met1.png
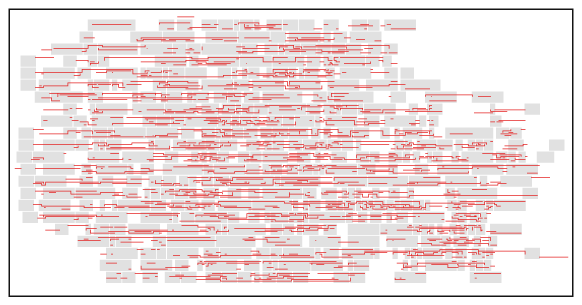
met2.png
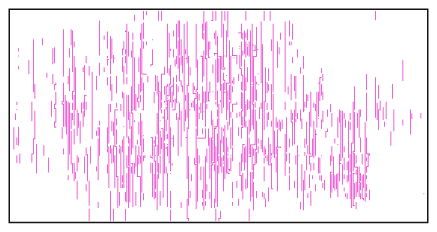
met3.png
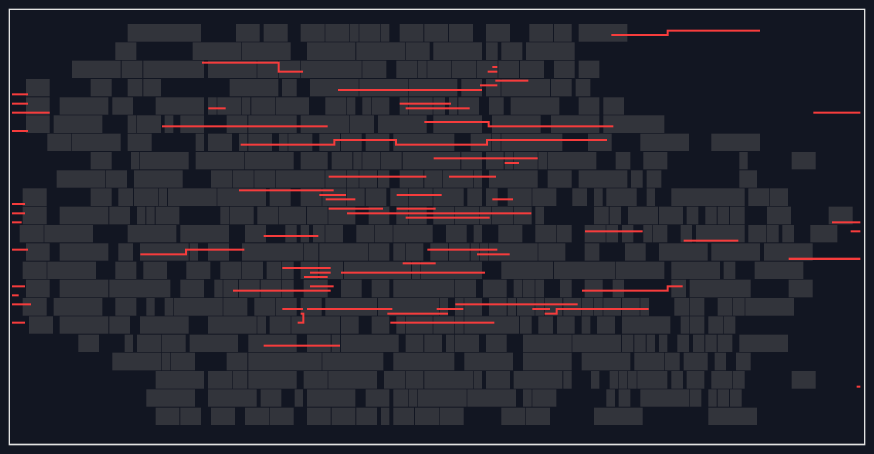
final_congestion.png
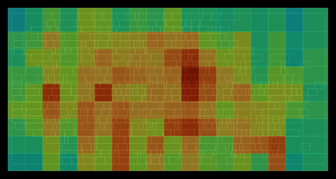
registers.png
Scale bar: 50 um.
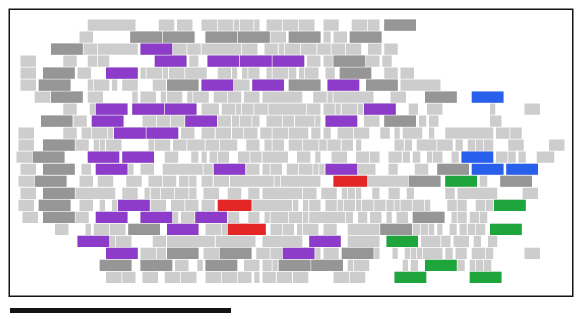
File: src/rtl/pps_tod_transmitter_if.sv
// Bundle between the taming timer and the PPS/ToD transmitter.
// master: drives epoch/lock/pps_en and observes pulse, serial line and status.
// slave : the transmitter side (consumes epoch/lock/pps_en, drives the outputs).
interface pps_tod_transmitter_if;
  logic [31:0] epoch;        // current epoch in seconds
  logic        lock;         // taming lock status
  logic        pps_en;       // 1 = act on epoch changes
  logic        pps_out;      // regenerated PPS pulse
  logic        tx;           // serial ToD line, idle high
  logic        tx_busy;      // frame on the line
  logic        msg_dropped;  // one-cycle pulse: frame dropped while busy

  modport master (
    output epoch, lock, pps_en,
    input  pps_out, tx, tx_busy, msg_dropped
  );

  modport slave (
    input  epoch, lock, pps_en,
    output pps_out, tx, tx_busy, msg_dropped
  );
endinterface

File: src/rtl/pps_tod_transmitter.sv
// Purpose : regenerate PPS from epoch changes and send a 7-byte ToD frame on a UART-style line.
// Latency : pps_out and the start bit of a frame appear one cycle after the epoch change.
// Backpr. : none; an event arriving while a frame is on the line is dropped (msg_dropped pulse).
//
// Ports:
//   clk_in  - system clock          reset - synchronous, active-high
//   tod     - pps_tod_transmitter_if.slave (epoch, lock, pps_en in; pps_out, tx, tx_busy,
//             msg_dropped out)
// Optional feature: define TOD_PARITY_EN to insert an even-parity bit after data bit 7
// (11 bits per byte instead of 8N1).
module pps_tod_transmitter #(
  parameter int         PPS_WIDTH = 10,
  parameter int         BAUD_DIV  = 87,
  parameter logic [7:0] SYNC_BYTE = 8'hA5
) (
  input  logic                 clk_in,
  input  logic                 reset,
  pps_tod_transmitter_if.slave tod
);

  localparam int             BW         = (BAUD_DIV > 1) ? $clog2(BAUD_DIV) : 1;
  localparam int             PW         = $clog2(PPS_WIDTH + 1);
  localparam logic [BW-1:0]  BAUD_LAST  = BW'(BAUD_DIV - 1);
  localparam logic [PW-1:0]  PPS_LOAD   = PW'(PPS_WIDTH);

  typedef enum logic [2:0] {IDLE, START, DATA, PARITY, STOP} state_e;

  state_e        state_q, state_d;
  logic [BW-1:0] baud_q, baud_d;
  logic [2:0]    bit_q, bit_d;
  logic [2:0]    byte_q, byte_d;
  logic [PW-1:0] pps_cnt_q, pps_cnt_d;
  logic [31:0]   epoch_q;
  logic [31:0]   frame_epoch_q;
  logic          lock_q;
  logic          drop_q;

  logic          evt;
  logic          frame_busy;
  logic          latch;
  logic          baud_end;
  logic [7:0]    chk;
  logic [7:0]    cur_byte;
  logic          tx_d;

  // Any epoch difference is an event, including holdover jumps.
  assign evt        = (tod.epoch != epoch_q) && tod.pps_en;
  assign frame_busy = (state_q != IDLE);
  assign latch      = evt && !frame_busy;
  assign baud_end   = (baud_q == BAUD_LAST);

  // Checksum covers the lock byte and the four epoch bytes, not the sync byte.
  assign chk = {7'b0, lock_q} ^ frame_epoch_q[31:24] ^ frame_epoch_q[23:16]
             ^ frame_epoch_q[15:8] ^ frame_epoch_q[7:0];

  always_comb begin
    cur_byte = SYNC_BYTE;
    case (byte_q)
      3'd1:    cur_byte = {7'b0, lock_q};
      3'd2:    cur_byte = frame_epoch_q[31:24];
      3'd3:    cur_byte = frame_epoch_q[23:16];
      3'd4:    cur_byte = frame_epoch_q[15:8];
      3'd5:    cur_byte = frame_epoch_q[7:0];
      3'd6:    cur_byte = chk;
      default: cur_byte = SYNC_BYTE;
    endcase
  end

  // FSM state register
  always_ff @(posedge clk_in) begin
    if (reset) begin
      state_q <= IDLE;
      baud_q  <= '0;
      bit_q   <= '0;
      byte_q  <= '0;
    end else begin
      state_q <= state_d;
      baud_q  <= baud_d;
      bit_q   <= bit_d;
      byte_q  <= byte_d;
    end
  end

  // FSM next state
  always_comb begin
    state_d = state_q;
    baud_d  = baud_q;
    bit_d   = bit_q;
    byte_d  = byte_q;
    if (state_q == IDLE) begin
      if (latch) begin
        state_d = START;
        baud_d  = '0;
        bit_d   = '0;
        byte_d  = '0;
      end
    end else begin
      baud_d = baud_end ? '0 : baud_q + BW'(1);
      if (baud_end) begin
        case (state_q)
          START: begin
            state_d = DATA;
            bit_d   = '0;
          end
          DATA: begin
            if (bit_q == 3'd7) begin
`ifdef TOD_PARITY_EN
              state_d = PARITY;
`else
              state_d = STOP;
`endif
            end else begin
              bit_d = bit_q + 3'd1;
            end
          end
          PARITY: state_d = STOP;
          STOP: begin
            // Bytes go back-to-back: the next start bit follows the stop bit directly.
            if (byte_q < 3'd6) begin
              state_d = START;
              byte_d  = byte_q + 3'd1;
            end else begin
              state_d = IDLE;
            end
          end
          default: state_d = IDLE;
        endcase
      end
    end
  end

  // FSM outputs
  always_comb begin
    tx_d = 1'b1;
    case (state_q)
      START:   tx_d = 1'b0;
      DATA:    tx_d = cur_byte[bit_q];
      PARITY:  tx_d = ^cur_byte;     // even parity over data + parity bit
      default: tx_d = 1'b1;
    endcase
  end

  // A reload on a new event stretches a pulse already in progress.
  always_comb begin
    pps_cnt_d = pps_cnt_q;
    if (evt) begin
      pps_cnt_d = PPS_LOAD;
    end else if (pps_cnt_q != '0) begin
      pps_cnt_d = pps_cnt_q - PW'(1);
    end
  end

  always_ff @(posedge clk_in) begin
    // Tracking epoch through reset keeps the release from looking like an event.
    epoch_q <= tod.epoch;
    if (reset) begin
      pps_cnt_q     <= '0;
      drop_q        <= 1'b0;
      lock_q        <= 1'b0;
      frame_epoch_q <= '0;
    end else begin
      pps_cnt_q <= pps_cnt_d;
      drop_q    <= evt && frame_busy;
      if (latch) begin
        lock_q        <= tod.lock;
        frame_epoch_q <= tod.epoch;
      end
    end
  end

  assign tod.pps_out     = (pps_cnt_q != '0);
  assign tod.tx          = tx_d;
  assign tod.tx_busy     = frame_busy;
  assign tod.msg_dropped = drop_q;

endmodule
File: src/flat_wrapper.sv
// flat-port wrapper written by rule: the top's interface ports become plain ports
module pps_tod_transmitter_flat 
#(
  parameter int         PPS_WIDTH = 10,
  parameter int         BAUD_DIV  = 87,
  parameter logic [7:0] SYNC_BYTE = 8'hA5
)
  (clk_in, reset, tod_epoch, tod_lock, tod_pps_en, tod_pps_out, tod_tx, tod_tx_busy, tod_msg_dropped);
  pps_tod_transmitter_if tod_i ();
  input  logic clk_in;
  input  logic reset;
  input wire logic [$bits(tod_i.epoch)-1:0] tod_epoch;
  input wire logic [$bits(tod_i.lock)-1:0] tod_lock;
  input wire logic [$bits(tod_i.pps_en)-1:0] tod_pps_en;
  output wire logic [$bits(tod_i.pps_out)-1:0] tod_pps_out;
  output wire logic [$bits(tod_i.tx)-1:0] tod_tx;
  output wire logic [$bits(tod_i.tx_busy)-1:0] tod_tx_busy;
  output wire logic [$bits(tod_i.msg_dropped)-1:0] tod_msg_dropped;
  assign tod_i.epoch = tod_epoch;
  assign tod_i.lock = tod_lock;
  assign tod_i.pps_en = tod_pps_en;
  assign tod_pps_out = tod_i.pps_out;
  assign tod_tx = tod_i.tx;
  assign tod_tx_busy = tod_i.tx_busy;
  assign tod_msg_dropped = tod_i.msg_dropped;
  pps_tod_transmitter #(.PPS_WIDTH(PPS_WIDTH), .BAUD_DIV(BAUD_DIV), .SYNC_BYTE(SYNC_BYTE)) u_core (.clk_in(clk_in), .reset(reset), .tod(tod_i));
endmodule
File: config.mk
export PLATFORM = sky130hd
export DESIGN_NAME = pps_tod_transmitter_flat
export DESIGN_NICKNAME = d
export VERILOG_FILES = /design/src/rtl/pps_tod_transmitter_if.sv /design/src/rtl/pps_tod_transmitter.sv /design/src/flat_wrapper.sv
export SDC_FILE = /design/constraint.sdc
export NUM_CORES = 1
export LEC_CHECK = 0
export CORE_ASPECT_RATIO = 0.5
export CORE_MARGIN = 1
export CORE_UTILIZATION = 51
export CTS_CLUSTER_DIAMETER = 50
export CTS_CLUSTER_SIZE = 14
export DETAILED_ROUTE_END_ITERATION = 10
export PLACE_DENSITY = 0.84
export SETUP_SLACK_MARGIN = 0.02
export SLEW_MARGIN = 40
export SYNTH_ARGS = -nofsm -noshare
export SYNTH_HDL_FRONTEND = slang
export SYNTH_SLANG_ARGS = --single-unit
File: constraint.sdc
create_clock -name clk_in -period 3 [get_ports clk_in]
set_input_delay 0.45 -clock clk_in [delete_from_list [all_inputs] [get_ports clk_in]]
set_output_delay 0.45 -clock clk_in [all_outputs]
set_load 0.03 [all_outputs]
==> impl_metrics.yaml <==
# flow metrics
final_timing:
  report.final.setup_viol: 1
  final.setup.tns_ns: -0.5432
  fmax_mhz: 282.2
  setup_ws_ns: -0.5432
  rsz0062_at_grt: "true"
  final_layout_worst_hold_slack_ns: 0.4900
die:
  tap-cell-count: 108
global_routing:
  wire_length_of_the_first_global_routing_pass_um: 13260
  global_routing_met3_resource_utilization: 0.06524
  gr-max-usage-layer: "met2"
  grt_overflow: 0
  pin_count_of_the_biggest_net_entering_global_routing: 55
worst_setup_path:
  buffer_and_inverter_tally_for_the_worst_setup_path: 1
  crit_start: "u_core.byte_q[0]$_SDFFE_PP0P_"
  critical_path.reg2reg.endpoint: "u_core.byte_q[1]$_SDFFE_PP0P_"
  worst_setup_path_end_kind: "output pin"
  critPathTopFamily: "AND-OR/OR-AND gates"
  r2r_setup_slack_ns: 0.58
layout:
  numSequentialCells: 86
  filler_cell_count: 550
  final.clkbuf_count: 10
  comb_area_share: 0.4343
  drive_gt1_frac: 0.1522
  final_non_filler_cell_total: 568
  final_cell_area_sq_mm: 0.005030
  regs_by_ff_count: "u_core.epoch_q (32), u_core.frame_epoch_q (32), u_core.baud_q (7)"
synth:
  synth.net_count: 446
  synthesis.area_per_instance_sq_um: 9.969
  post_synth_inst_count: 401
  ff_type: "dfxtp_1"
  seq_area_frac_synth: 0.4307
  synth-compound-area-share: 0.1039
clock_network:
  htree_num_levels: 3
  clk_root_buffer_cell: "clkbuf_16"
pwr:
  power_density_mw_per_mm2: 579.8
  intPower_mw: 2.241
  p_comb_frac: 0.125
hold_path:
  min_delay_path_depth: 2
  hold_class: "register to register"
outcome:
  status: "finished, violations left"
  violated_checks: "setup timing"
routing:
  detail-route-antenna-nets: 0
  post-route-drc-count: 0
  num_vias: 3090
  route.layer.met1.wl_um: 4091
  detailed_route_wire_length_um: 8599
  routed_via_density: 5.440
Back to the opening pictures, met1.png:
share of all routed wire = 48%
longest straight run = 40.5 um

Back to the opening pictures, met2.png:
longest straight run = 32.8 um
wire length on this layer = 3820 um
main direction = vertical

Back to the opening pictures, met3.png:
main direction = horizontal
share of all routed wire = 6.8%

Back to the opening pictures, final_congestion.png:
met2 Resource Use GR: 0.3201
met1 usage: 0.2873
GRT Overall Usage: 0.2098
Finished Core Util: 0.6743

Back to the opening pictures, registers.png:
red -> `u_core.byte_q`  # flops 3
purple -> `u_core.frame_epoch_q`  # flops 32
blue -> `u_core.pps_cnt_q`  # flops 4, where middle right
green -> `u_core.baud_q`  # flops 7, where lower right

No activity file was given, so power comes from the tool's default toggle rates.
